## src/rtl/keypad_matrix_scan_if.sv

```systemverilog
`default_nettype none
// ============================================================================
// Module      : keypad_matrix_scan_if
// Description : Keypad-side signal bundle for the 4x4 matrix scanner.
//               master = keypad / host side, slave = scanner side.
// Revision    : 1.0 - initial release
// ============================================================================
interface keypad_matrix_scan_if;
  logic [3:0] Row_In;       // rows, active-low, pulled up
  logic [3:0] Col_Out;      // column drive, active-low, one-cold
  logic [3:0] Key_Code;     // last accepted single key, row*4 + col
  logic       Key_Valid;    // one-cycle strobe on a new single-key press
  logic       Key_Pressed;  // accepted frame has any key down

  modport master (
    output Row_In,
    input  Col_Out, Key_Code, Key_Valid, Key_Pressed
  );

  modport slave (
    input  Row_In,
    output Col_Out, Key_Code, Key_Valid, Key_Pressed
  );
endinterface
`default_nettype wire

```

## src/rtl/keypad_matrix_scan.sv

```systemverilog
`default_nettype none
// ============================================================================
// Module      : keypad_matrix_scan
// Description : 4x4 matrix keypad scanner. Drives one column low at a time,
//               samples the rows into a 16-bit frame, debounces whole frames
//               and reports single key presses as a code plus a strobe.
// Revision    : 1.0 - initial release
// ============================================================================
module keypad_matrix_scan #(
  parameter int SCAN_DIV        = 50000,
  parameter int DEBOUNCE_FRAMES = 20
) (
  input  wire logic               CLK,
  input  wire logic               RST,
  keypad_matrix_scan_if.slave     kp
);

  localparam int SLOT_W = $clog2(SCAN_DIV);
  localparam int STAB_W = $clog2(DEBOUNCE_FRAMES + 1);

  typedef enum logic [0:0] {
    ST_IDLE = 1'b0,
    ST_HELD = 1'b1
  } state_t;

  logic [3:0]        row_s1_q, row_s2_q;
  logic [SLOT_W-1:0] slot_q;
  logic [1:0]        col_q;
  logic [15:0]       frame_cur_q, frame_prev_q;
  logic              frame_done_q;
  logic [STAB_W-1:0] stable_q;
  state_t            state_q, state_d;
  logic [3:0]        key_code_q, key_code_d;
  logic              key_valid_q, key_valid_d;
  logic              key_pressed_q;

  logic              slot_end_w;
  logic              frame_same_w;
  logic              accept_w;
  logic              frame_any_w;
  logic              frame_one_w;
  logic [3:0]        bit_idx_w;

  assign slot_end_w   = (slot_q == SLOT_W'(SCAN_DIV - 1));
  assign frame_same_w = (frame_cur_q == frame_prev_q);
  // New stable count would be min(stable+1, DEBOUNCE_FRAMES); accept when it hits the top.
  assign accept_w     = frame_done_q && frame_same_w &&
                        (stable_q >= STAB_W'(DEBOUNCE_FRAMES - 1));
  assign frame_any_w  = (frame_cur_q != 16'h0000);
  assign frame_one_w  = frame_any_w && ((frame_cur_q & (frame_cur_q - 16'd1)) == 16'h0000);

  // Two-flop synchronizer for the asynchronous row lines (idle = all high).
  always_ff @(posedge CLK or posedge RST) begin
    if (RST) begin
      row_s1_q <= 4'hF;
      row_s2_q <= 4'hF;
    end else begin
      row_s1_q <= kp.Row_In;
      row_s2_q <= row_s1_q;
    end
  end

  // Slot timer, column rotation and frame capture at the last cycle of each slot.
  always_ff @(posedge CLK or posedge RST) begin
    if (RST) begin
      slot_q       <= '0;
      col_q        <= 2'd0;
      frame_cur_q  <= 16'h0000;
      frame_done_q <= 1'b0;
    end else begin
      frame_done_q <= 1'b0;
      if (slot_end_w) begin
        slot_q                        <= '0;
        col_q                         <= col_q + 2'd1;
        frame_cur_q[{col_q, 2'b00} +: 4] <= ~row_s2_q;
        frame_done_q                  <= (col_q == 2'd3);
      end else begin
        slot_q <= slot_q + SLOT_W'(1);
      end
    end
  end

  // Frame debounce: count consecutive identical frames, restart on any change.
  always_ff @(posedge CLK or posedge RST) begin
    if (RST) begin
      frame_prev_q <= 16'h0000;
      stable_q     <= '0;
    end else if (frame_done_q) begin
      if (frame_same_w) begin
        if (stable_q != STAB_W'(DEBOUNCE_FRAMES)) begin
          stable_q <= stable_q + STAB_W'(1);
        end
      end else begin
        stable_q     <= '0;
        frame_prev_q <= frame_cur_q;
      end
    end
  end

  // Position of the lowest set frame bit; only meaningful for a one-hot frame.
  always_comb begin
    bit_idx_w = 4'd0;
    for (int i = 15; i >= 0; i--) begin
      if (frame_cur_q[i]) begin
        bit_idx_w = 4'(i);
      end
    end
  end

  // Press/release FSM, stepped only on an accepted frame.
  always_comb begin
    state_d     = state_q;
    key_code_d  = key_code_q;
    key_valid_d = 1'b0;
    if (accept_w) begin
      unique case (state_q)
        ST_IDLE: begin
          if (frame_one_w) begin
            // Frame bit is col*4+row; the reported code is row*4+col.
            key_code_d  = {bit_idx_w[1:0], bit_idx_w[3:2]};
            key_valid_d = 1'b1;
            state_d     = ST_HELD;
          end else if (frame_any_w) begin
            state_d = ST_HELD;
          end
        end
        ST_HELD: begin
          if (!frame_any_w) begin
            state_d = ST_IDLE;
          end
        end
        default: state_d = ST_IDLE;
      endcase
    end
  end

  // FSM state and registered outputs.
  always_ff @(posedge CLK or posedge RST) begin
    if (RST) begin
      state_q       <= ST_IDLE;
      key_code_q    <= 4'd0;
      key_valid_q   <= 1'b0;
      key_pressed_q <= 1'b0;
    end else begin
      state_q     <= state_d;
      key_code_q  <= key_code_d;
      key_valid_q <= key_valid_d;
      if (accept_w) begin
        key_pressed_q <= frame_any_w;
      end
    end
  end

  assign kp.Col_Out     = ~(4'b0001 << col_q);
  assign kp.Key_Code    = key_code_q;
  assign kp.Key_Valid   = key_valid_q;
  assign kp.Key_Pressed = key_pressed_q;

endmodule
`default_nettype wire

```

## src/flat_wrapper.sv

```systemverilog
// flat-port wrapper written by rule: the top's interface ports become plain ports
module keypad_matrix_scan_flat 
#(
  parameter int SCAN_DIV        = 50000,
  parameter int DEBOUNCE_FRAMES = 20
)
  (CLK, RST, kp_Row_In, kp_Col_Out, kp_Key_Code, kp_Key_Valid, kp_Key_Pressed);
  keypad_matrix_scan_if kp_i ();
  input  wire logic CLK;
  input  wire logic RST;
  input wire logic [$bits(kp_i.Row_In)-1:0] kp_Row_In;
  output wire logic [$bits(kp_i.Col_Out)-1:0] kp_Col_Out;
  output wire logic [$bits(kp_i.Key_Code)-1:0] kp_Key_Code;
  output wire logic [$bits(kp_i.Key_Valid)-1:0] kp_Key_Valid;
  output wire logic [$bits(kp_i.Key_Pressed)-1:0] kp_Key_Pressed;
  assign kp_i.Row_In = kp_Row_In;
  assign kp_Col_Out = kp_i.Col_Out;
  assign kp_Key_Code = kp_i.Key_Code;
  assign kp_Key_Valid = kp_i.Key_Valid;
  assign kp_Key_Pressed = kp_i.Key_Pressed;
  keypad_matrix_scan #(.SCAN_DIV(SCAN_DIV), .DEBOUNCE_FRAMES(DEBOUNCE_FRAMES)) u_core (.CLK(CLK), .RST(RST), .kp(kp_i));
endmodule
```

## config.mk

```make
export PLATFORM = sky130hd
export DESIGN_NAME = keypad_matrix_scan_flat
export DESIGN_NICKNAME = d
export VERILOG_FILES = /design/src/rtl/keypad_matrix_scan_if.sv /design/src/rtl/keypad_matrix_scan.sv /design/src/flat_wrapper.sv
export SDC_FILE = /design/constraint.sdc
export NUM_CORES = 1
export LEC_CHECK = 0
export CORE_UTILIZATION = 50
export CTS_CLUSTER_SIZE = 12
export DETAILED_ROUTE_END_ITERATION = 10
export GPL_TIMING_DRIVEN = 0
export PLACE_DENSITY = 0.73
export SKIP_LAST_GASP = 1
export SLEW_MARGIN = 20
export SYNTH_ARGS = -nofsm -noshare
export SYNTH_HDL_FRONTEND = slang
export SYNTH_SLANG_ARGS = --single-unit
export TNS_END_PERCENT = 10
```

## constraint.sdc

```tcl
create_clock -name CLK -period 3.2 [get_ports CLK]
set_clock_uncertainty 0.05 [all_clocks]
set_input_delay 0.32 -clock CLK [delete_from_list [all_inputs] [get_ports CLK]]
set_output_delay 0.32 -clock CLK [all_outputs]
set_load 0.02 [all_outputs]
```

### Register map, names as in the netlist, run 1

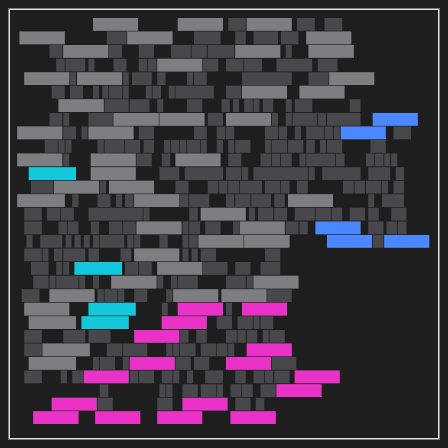
Key: cyan = u_core.row_s2_q [placed flops 4]; blue = u_core.stable_q [placed flops 5, where east]; magenta = u_core.slot_q [placed flops 16]
Another 46 sequential cells are not colored.

### The metal 1 layer, run 1

Supply wires on this layer in gray. Cells faint in the background.
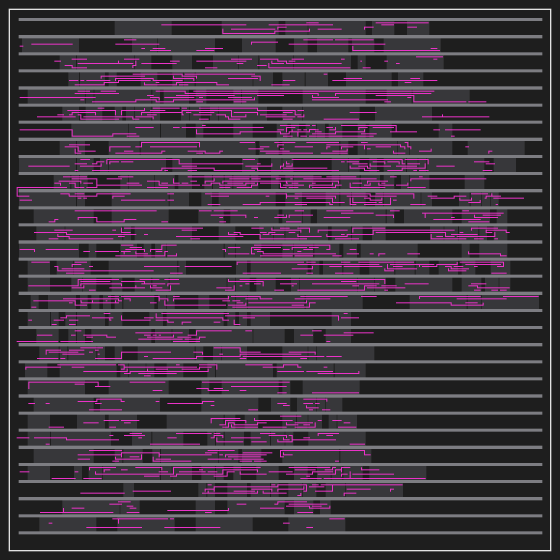
The layer holds 48% of the routed length. The layer carries 3240 um of wire. 336 nets have wire on it.

==> out/metrics.csv, run 1 <==
stage;metric;value;unit
global_route;grt met2 use;32.5;%
timing;Max Fclk;373;MHz
clock_tree;CTS buffer count;9;
placement;Final Wtd Congestion;0.819;
clock_tree;Clock Latency Late Sink;360;ps
clock_tree;htree depth;3;
yosys;top cell type's share of synthesized area;44.9;%
final_layout;Sequential Area;1790;um^2
routing;final WL;6740;um
yosys;Synth Cell Area;3510;um^2
timing;Fin. Hold Viols;0;
global_route;first-pass GRT wire length;11400;um
run;Log Warnings;31;
clock_tree;maximum clock insertion buffer count;2;
power_and_ir_drop;sw power;375;uW
final_layout;most numerous logic cell after layout;dfrtp_1;
floorplanning;io pins;16;
global_route;grt peak-use layer;met2;
clock_tree;clk slew on worst S/H paths;80;ps
power_and_ir_drop;design internal power;1360;uW
floorplanning;Core Box Area;6790;um^2
setup_path;crit path DAT;2880;ps
yosys;count of library flops with an enable pin;0;
power_and_ir_drop;logic gate share of total power;1.5;%
global_route;met3 usage in global routing;5.10;%
routing;Vias/cell;5.38;
outcome;status;completed;
yosys;Commonest flop;dfrtp_1;
global_route;initial antenna violation count;0;
final_layout;filler cell count in the final layout;567;
yosys;cell type with the largest total area;dfrtp_1;
setup_path;CP Launch Type;flop;
final_layout;layout cell share with drive strength beyond 1;16.2;%
timing;slew margin rel.;60.1;%
routing;post-DR wirelength/cell;14.9;um
setup_path;slowest CP cell;nor4_2;
power_and_ir_drop;switching share of power;21.7;%
clock_tree;Clk Tree Root Cell;clkbuf_8;
clock_tree;# resized after CTS;0;
yosys;area reported by Yosys stat;3510;um^2
run;max cap viols;0;
final_layout;ANT cells;0;
clock_tree;CTS tree;done;
final_layout;Comb area;1570;um^2
yosys;Yosys warning count;0;
global_route;met1 Usage GRT;27.1;%
floorplanning;fp util;51.7;%
final_layout;dominant logic cell types in the final layout;dfrtp_1 (63), nand2_1 (37), xnor2_1 (28);
### Metal 2, run 1

Cells faint in the background.
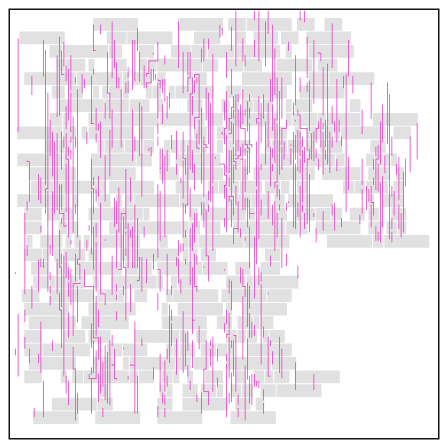
The wires run mostly vertical. The layer carries 3120 um of wire. The layer holds 46% of the routed length.

run 1: flip-flops by register name (all words and copies together), names as in the netlist:
signal	flops
u_core.frame_done_q	1
u_core.stable_q	5
u_core.state_q	1
u_core.kp.Key_Code	4
u_core.col_q	2
u_core.kp.Key_Pressed	1
u_core.frame_prev_q	16
u_core.row_s1_q	4
u_core.frame_cur_q	16
u_core.slot_q	16
u_core.kp.Key_Valid	1
u_core.row_s2_q	4
run 1: final timing paths:
| check | cells past startpoint | from | slack [ps] | endpoint |
|---|---|---|---|---|
| max in group asynchronous | 3 | RST | 2230 | u_core.row_s1_q[1] |
| setup reg to reg | 8 | u_core.frame_cur_q[3] | 520 | u_core.frame_prev_q[3] |
| hold / removal | 2 | RST | 250 | u_core.stable_q[0] |
| hold reg to reg | 0 | u_core.row_s1_q[0] | 310 | u_core.row_s2_q[0] |
| setup / recovery | 8 | u_core.frame_cur_q[3] | 520 | u_core.frame_prev_q[3] |
| min in group CLK | 0 | u_core.row_s1_q[0] | 310 | u_core.row_s2_q[0] |
run 1: stage by stage:
stage	std cells	instance area, um^2	setup TNS, ps
2_1_floorplan	325	3510	0
3_3_place_gp	436	3780	-6720
3_5_place_dp	437	3810	0
4_1_cts	453	4020	0
5_1_grt	453	4020	0
6_report	453	4020	0
run 1: cells in the mapped netlist, drive strengths merged, types with 2 or more instances:
cell	instances
and3	2
xor2	6
nor3	5
and4	2
a21oi	5
a211oi	4
xnor2	28
inv	17
nor2b	4
nor4	5
nand2b	2
a31oi	2
nand3	14
ha	8
nand2	37
and2	6
buf	9
o2111ai	2
dfstp	8
or3	3
nand4	10
o31ai	17
nor2	18
mux2	15
clkbuf	9
dfrtp	63
o21ai	11
run 1: critical path: cells and delay by family (launching register included):
family        cells  cell delay, ps
xor+xnor          1             190
buf+inv           3             800
flops             1             330
mux               1             350
simple gates      3             840
run 1: area by class of cell:
type	count	share of cell area, %
sequential	71	44.4
clock inverter	5	2.08
inverter	17	1.65
multi-input combinational	219	39.1
tap	96	2.99
timing repair buffer	16	4.23
buffer	18	2.24
clock buffer	11	3.27
run 1: per-layer routing:
layer | vias up | part of all wire, %
met2 | 35 | 46
met3 | 17 | 3.1
met4 | 0 | 2.5
met5 | - | 0
met1 | 1196 | 48
li1 | 1187 | -
run 1: power groups by stage:
stage | clock, uW | combinational (uW) | sequential (uW)
6_report | 793 | 26.4 | 911
5_1_grt | 838 | 31.2 | 911
4_1_cts | 804 | 28.2 | 911
3_5_place_dp | 0 | 28.3 | 928
3_3_place_gp | 0 | 23.7 | 928
2_1_floorplan | 0 | 13.0 | 926
run 1: cell families after synthesis:
group                      Yosys count  synth area share, %
AOI/OAI and AO/OA                   50                 10.6
xor gates and xnor gates            34                 8.47
and+or+nand+nor                    111                 17.6
adders and majority gates            8                 2.85
buffers and inverters               35                 4.38
muxes                               16                 5.30
DFF                                 71                 50.8
### Routing congestion, run 1

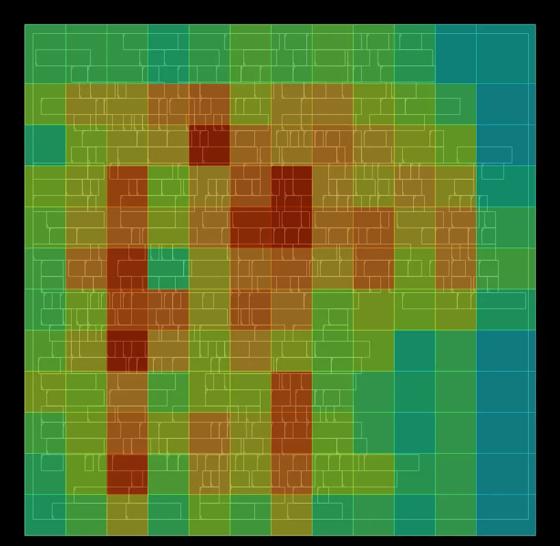

==> run 2, diff against run 1 <==
==> constraint.sdc (replaced) <==
create_clock -name CLK -period 2.7 [get_ports CLK]
set_clock_uncertainty 0.05 [all_clocks]
set_input_delay 0.27 -clock CLK [delete_from_list [all_inputs] [get_ports CLK]]
set_output_delay 0.27 -clock CLK [all_outputs]
set_load 0.02 [all_outputs]
### Routing congestion, run 2

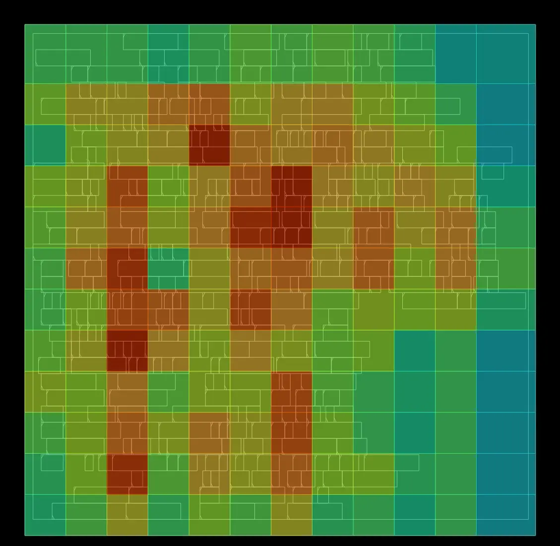
met3 usage in global routing: 5.10%
final core occ: 59.2%
global-route usage over all layers: 20.6%

### The metal 1 layer, run 2

Supply wires on this layer in gray. Cells faint in the background.
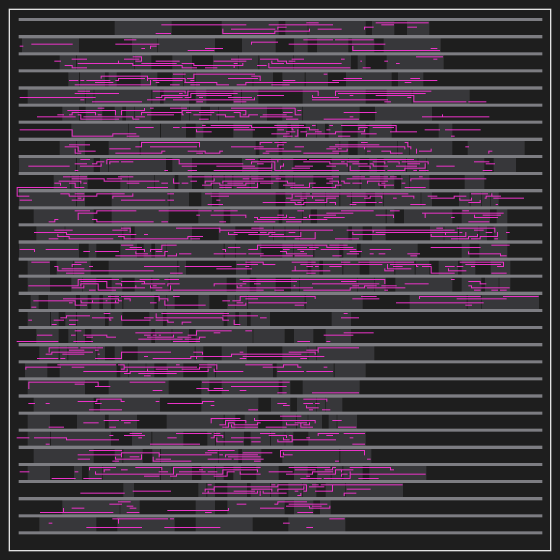
The layer carries 3200 um of wire. The layer holds 47% of the routed length. The longest straight run is 23.9 um.

==> out/metrics.csv, run 2 <==
stage;metric;value;unit;change
final_layout;Area Overhead vs Synth;14.4;%;
final_layout;Final Cell Area;4020;um^2;about the same
setup_path;CP Launch Type;flop;;
power_and_ir_drop;switching share of power;21.5;%;-0.14 points
routing;final WL;6730;um;about the same
floorplanning;Core Box Area;6790;um^2;unchanged
placement;Final Wtd Congestion;0.819;;unchanged
setup_path;CP required;2890;ps;
run;Log Warnings;32;;+3.2%
power_and_ir_drop;sw power;440;uW;+18%
routing;Vias/cell;5.40;;+0.42%
clock_tree;maximum clock insertion buffer count;2;;unchanged
clock_tree;CTS buffer count;9;;unchanged
final_layout;Regs by FF count;u_core.frame_cur_q: 16 flops, u_core.frame_prev_q: 16 flops, u_core.slot_q: 16 flops;;
clock_tree;Clk Tree Root Cell;clkbuf_8;;
yosys;register share after synthesis;50.8;%;
clock_tree;htree depth;3;;unchanged
outcome;status;completed;;
yosys;cell type with the largest total area;dfrtp_1;;
yosys;area reported by Yosys stat;3510;um^2;unchanged
global_route;largest net degree at the start of global routing;44;;
final_layout;most numerous logic cell after layout;dfrtp_1;;
final_layout;layout cell share with drive strength beyond 1;16.4;%;+0.14 points
setup_path;crit path DAT;2750;ps;-130 ps
floorplanning;fp util;51.7;%;unchanged
floorplanning;Die X;85.8;um;
final_layout;dominant logic cell types in the final layout;dfrtp_1 (63), nand2_1 (37), xnor2_1 (28);;
setup_path;worst r2r src;u_core.frame_cur_q[1];;
power_and_ir_drop;logic gate share of total power;1.5;%;about the same
run;max cap viols;0;;unchanged
clock_tree;CTS tree;done;;
setup_path;R2R setup slack;140;ps;-370 ps
yosys;count of library flops with an enable pin;0;;unchanged
power_and_ir_drop;design internal power;1610;uW;+19%
global_route;initial antenna violation count;0;;unchanged
floorplanning;io pins;16;;unchanged
timing;slew margin rel.;61.2;%;+1.1 points
placement;placed instance area;3810;um^2;unchanged
yosys;Commonest flop;dfrtp_1;;
global_route;first-pass GRT wire length;11400;um;unchanged
clock_tree;Clock Latency Late Sink;350;ps;about the same
routing;post-DR wirelength/cell;15.0;um;+0.58%
yosys;Yosys warning count;0;;unchanged
yosys;top cell type's share of synthesized area;44.9;%;unchanged
timing;Fin. Hold Viols;0;;unchanged
routing;total number of vias;2429;;
yosys;Commonest cells post-synth;dfrtp_1 (63), nand2_1 (37), xnor2_1 (28);;
timing;setup TNS;0;ps;unchanged
clock_tree;# resized after CTS;0;;unchanged
floorplanning;Die Ht;85.8;um;
### Register map, names as in the netlist, run 2

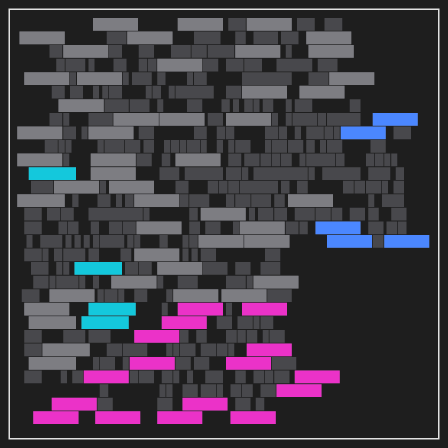
Key: blue = u_core.stable_q [placed flops 5, where east]; cyan = u_core.row_s2_q [placed flops 4]; magenta = u_core.slot_q [placed flops 16]
Another 46 sequential cells are not colored.

[run 2: cell counts after synthesis]
Identical to the previous run, type by type.
[run 2: layout make-up]
| type | instances | area (um^2) |
|---|---|---|
| inverters | 17 | 66.3 |
| clock buffers | 11 | 131 |
| repair buffers | 16 | 170 |
| clock inverters | 5 | 83.8 |
| well taps | 96 | 120 |
| flip-flops and latches | 71 | 1790 |
| fillers | 568 | 2770 |
| multi-input cells | 219 | 1580 |
| plain buffers | 15 | 78.8 |
[run 2: how the worst max path moves through the flow]
| stage | slack (ps) | start | endpoint |
|---|---|---|---|
| 6_report | 140 | u_core.frame_cur_q[1] | u_core.kp.Key_Code[2] |
| 5_1_grt | -20 | u_core.frame_cur_q[1] | u_core.kp.Key_Code[2] |
| 4_1_cts | 1 | u_core.frame_cur_q[3] | u_core.frame_prev_q[15] |
| 3_5_place_dp | 30 | u_core.frame_cur_q[12] | u_core.frame_prev_q[3] |
| 3_3_place_gp | -560 | RST | u_core.slot_q[1] |
| 2_1_floorplan | 420 | u_core.frame_cur_q[3] | u_core.frame_prev_q[0] |
[run 2: cells by family after synthesis]
group | share of synthesized area [%]
adders and majority gates | 2.85
muxes | 5.30
AOI/OAI and AO/OA | 10.6
DFF | 50.8
and+or+nand+nor | 17.6
xor gates and xnor gates | 8.47
buffers and inverters | 4.38
[run 2: worst max-delay path: stages, from the launching register on]
cell	delay, ps
dfrtp_1	370
buf_4	170
nor4_4	520
a31oi_1	220
a2111oi_4	270
nand3_2	160
nor3b_4	350
mux2_4	330
[run 2: power groups by stage]
| stage | logic, uW | clock network (uW) | registers (uW) |
|---|---|---|---|
| 3_5_place_dp | 33.5 | 0 | 1100 |
| 5_1_grt | 37.0 | 994 | 1080 |
| 6_report | 31.4 | 936 | 1080 |
| 4_1_cts | 33.4 | 953 | 1080 |
| 2_1_floorplan | 15.4 | 0 | 1100 |
| 3_3_place_gp | 28.1 | 0 | 1100 |
[run 2: metal layers]
layer | GRT usage, % | up-vias | routed length [um]
li1 | - | 1179 | -
met2 | 32.5 | 31 | 3180
met4 | 9.24 | 0 | 148
met5 | 0 | - | 0
met3 | 5.10 | 14 | 209
met1 | 27.1 | 1205 | 3200
[run 2: metrics by stage]
step | instances | total power [uW]
floorplan | 325 | 1110
global placement | 436 | 1130
detailed placement | 437 | 1130
CTS | 453 | 2070
global route | 450 | 2110
finish | 450 | 2050
### Metal 2, run 2

Cells faint in the background.
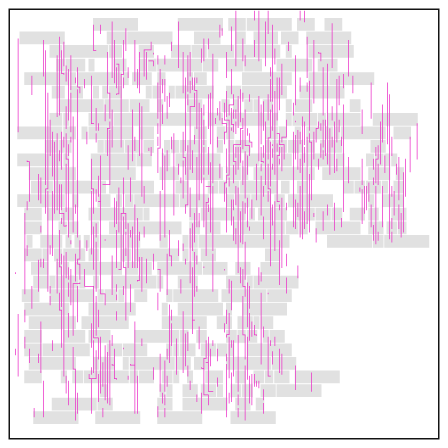

==> run 3, diff against run 2 <==
--- a/config.mk
+++ b/config.mk
@@ -9,6 +9,7 @@
 export CTS_CLUSTER_SIZE = 12
 export DETAILED_ROUTE_END_ITERATION = 10
 export GPL_TIMING_DRIVEN = 0
+export MAX_ROUTING_LAYER = met4
 export PLACE_DENSITY = 0.73
 export SKIP_LAST_GASP = 1
 export SLEW_MARGIN = 20
### Metal 2, run 3

Cells faint in the background.
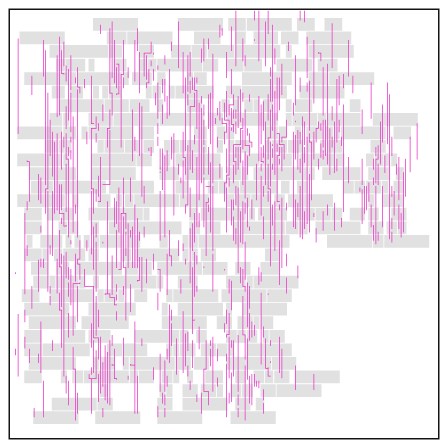
The longest straight run is 29.6 um. The wires run mostly vertical. 309 nets have wire on it. The layer holds 47% of the routed length. The layer carries 3170 um of wire.

### The metal 1 layer, run 3

Supply wires on this layer in gray. Cells faint in the background.
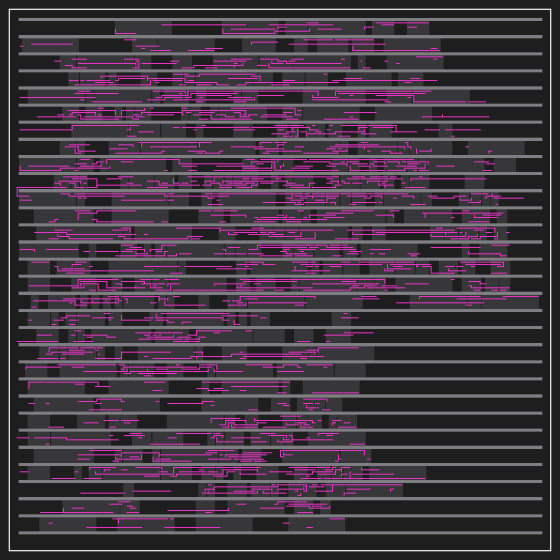
The wires run mostly horizontal. The longest straight run is 23.9 um. The layer holds 48% of the routed length. The layer carries 3220 um of wire.

### Routing congestion, run 3

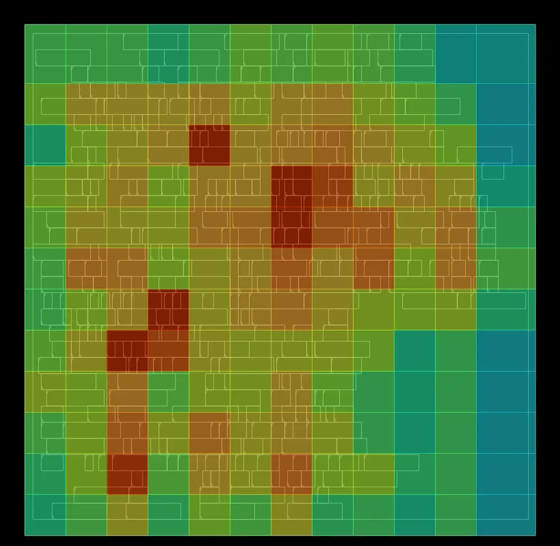
grt peak-use layer: met2
grt met2 use: 32.5%
post-DR wirelength/cell: 15.0 um
met1 Usage GRT: 27.1%
global-route usage over all layers: 21.3%

==> out/metrics.csv, run 3 <==
stage;metric;value;unit;change
outcome;status;completed;;
global_route;first-pass GRT wire length;11400;um;about the same
timing;Fin. Hold Viols;0;;unchanged
setup_path;max incr delay on CP;530;ps;about the same
yosys;Yosys warning count;0;;unchanged
yosys;top cell type's share of synthesized area;44.9;%;unchanged
yosys;count of library flops with an enable pin;0;;unchanged
final_layout;final core occ;59.2;%;unchanged
yosys;cell type with the largest total area;dfrtp_1;;
final_layout;filler cell count in the final layout;568;;unchanged
final_layout;most numerous logic cell after layout;dfrtp_1;;
power_and_ir_drop;sw power;444;uW;+0.81%
run;max cap viols;0;;unchanged
floorplanning;Die X;85.8;um;unchanged
setup_path;worst r2r src;u_core.frame_cur_q[0];;
final_layout;Regs by FF count;u_core.frame_cur_q: 16 flops, u_core.frame_prev_q: 16 flops, u_core.slot_q: 16 flops;;
run;Log Warnings;32;;unchanged
setup_path;CP Launch Type;flop;;
setup_path;Top Family by Delay on Critical Path;simple AND/OR/NAND/NOR gates;;
floorplanning;Die Ht;85.8;um;unchanged
clock_tree;CTS buffer count;9;;unchanged
placement;placed instance area;3810;um^2;unchanged
routing;final WL;6750;um;+0.33%
global_route;largest net degree at the start of global routing;44;;unchanged
setup_path;R2R setup slack;140;ps;about the same
timing;slew margin rel.;61.2;%;about the same
clock_tree;Clk Tree Root Cell;clkbuf_8;;
final_layout;Final Cell Area;4020;um^2;unchanged
floorplanning;Core Box Area;6790;um^2;unchanged
setup_path;slowest CP cell;nor4_4;;
global_route;initial antenna violation count;0;;unchanged
clock_tree;htree depth;3;;unchanged
placement;Final Wtd Congestion;0.832;;+1.5%
final_layout;dominant logic cell types in the final layout;dfrtp_1 (63), nand2_1 (37), xnor2_1 (28);;
routing;total number of vias;2432;;+0.12%
yosys;Commonest flop;dfrtp_1;;
power_and_ir_drop;design internal power;1610;uW;about the same
floorplanning;io pins;16;;unchanged
routing;Vias/cell;5.40;;+0.12%
floorplanning;fp util;51.7;%;unchanged
placement;placed insts;437;;unchanged
final_layout;Comb area;1580;um^2;unchanged
-- run 3: cell counts after synthesis --
No cell type changed its count.
-- run 3: layer usage --
metal,global-route usage [%],part of all wire (%)
met5,-,0
met4,9.70,2.5
met3,5.10,2.8
met2,32.5,47
met1,27.1,48
-- run 3: per-stage QoR --
stage	power, uW	worst slack (ps)	hold WS (ps)	TNS [ps]
6_report	2050	140	200	0
3_3_place_gp	1130	-562	297	-35070
5_1_grt	2110	-16.4	237	-24.4
2_1_floorplan	1110	416	224	0
4_1_cts	2070	1.20	206	0
3_5_place_dp	1130	28.0	299	0
-- run 3: power by group through the flow --
stage	clock network [uW]	registers (uW)	logic (uW)
global placement	0	1100	28.1
finish	939	1080	31.4
CTS	953	1080	33.4
global route	995	1080	37.0
detailed placement	0	1100	33.5
floorplan	0	1100	15.4
-- run 3: kinds of logic after synthesis --
family | share of synthesized area [%]
compound gates | 10.6
xor+xnor | 8.47
fa+ha+maj | 2.85
buf+inv | 4.38
flops | 50.8
mux | 5.30
simple gates | 17.6
-- run 3: final cells by class --
| cell class | instances | share of cell area, % |
|---|---|---|
| plain buffers | 15 | 1.96 |
| repair buffers | 16 | 4.23 |
| well taps | 96 | 2.99 |
| flip-flops and latches | 71 | 44.4 |
| multi-input cells | 219 | 39.4 |
| inverters | 17 | 1.65 |
| clock buffers | 11 | 3.27 |
| clock inverters | 5 | 2.09 |
-- run 3: worst max-delay path by stage --
stage                                start  slack, ps                       to  depth (start not counted)
global placement                       RST       -560         u_core.slot_q[1]                          2
floorplan            u_core.frame_cur_q[3]        420   u_core.frame_prev_q[0]                          8
detailed placement  u_core.frame_cur_q[12]         30   u_core.frame_prev_q[3]                          8
CTS                  u_core.frame_cur_q[3]          1  u_core.frame_prev_q[15]                          8
global route         u_core.frame_cur_q[1]        -20    u_core.kp.Key_Code[2]                          7
finish               u_core.frame_cur_q[0]        140    u_core.kp.Key_Code[2]                          7
-- run 3: worst reg2reg max path, delay by kind of cell (launching register included) --
kind                   cells  cell delay [ps]
muxes                      1              330
buffers and inverters      1              140
DFF                        1              380
AOI/OAI and AO/OA          2              490
and+or+nand+nor            3             1040
-- run 3: repair_timing --
action	in CTS	in global routing
setup endpoints to repair	0	8
endpoints found under the hold margin	0	0
buffers inserted	0	0
resized	0	1
Power and IR drop assume default switching activity.
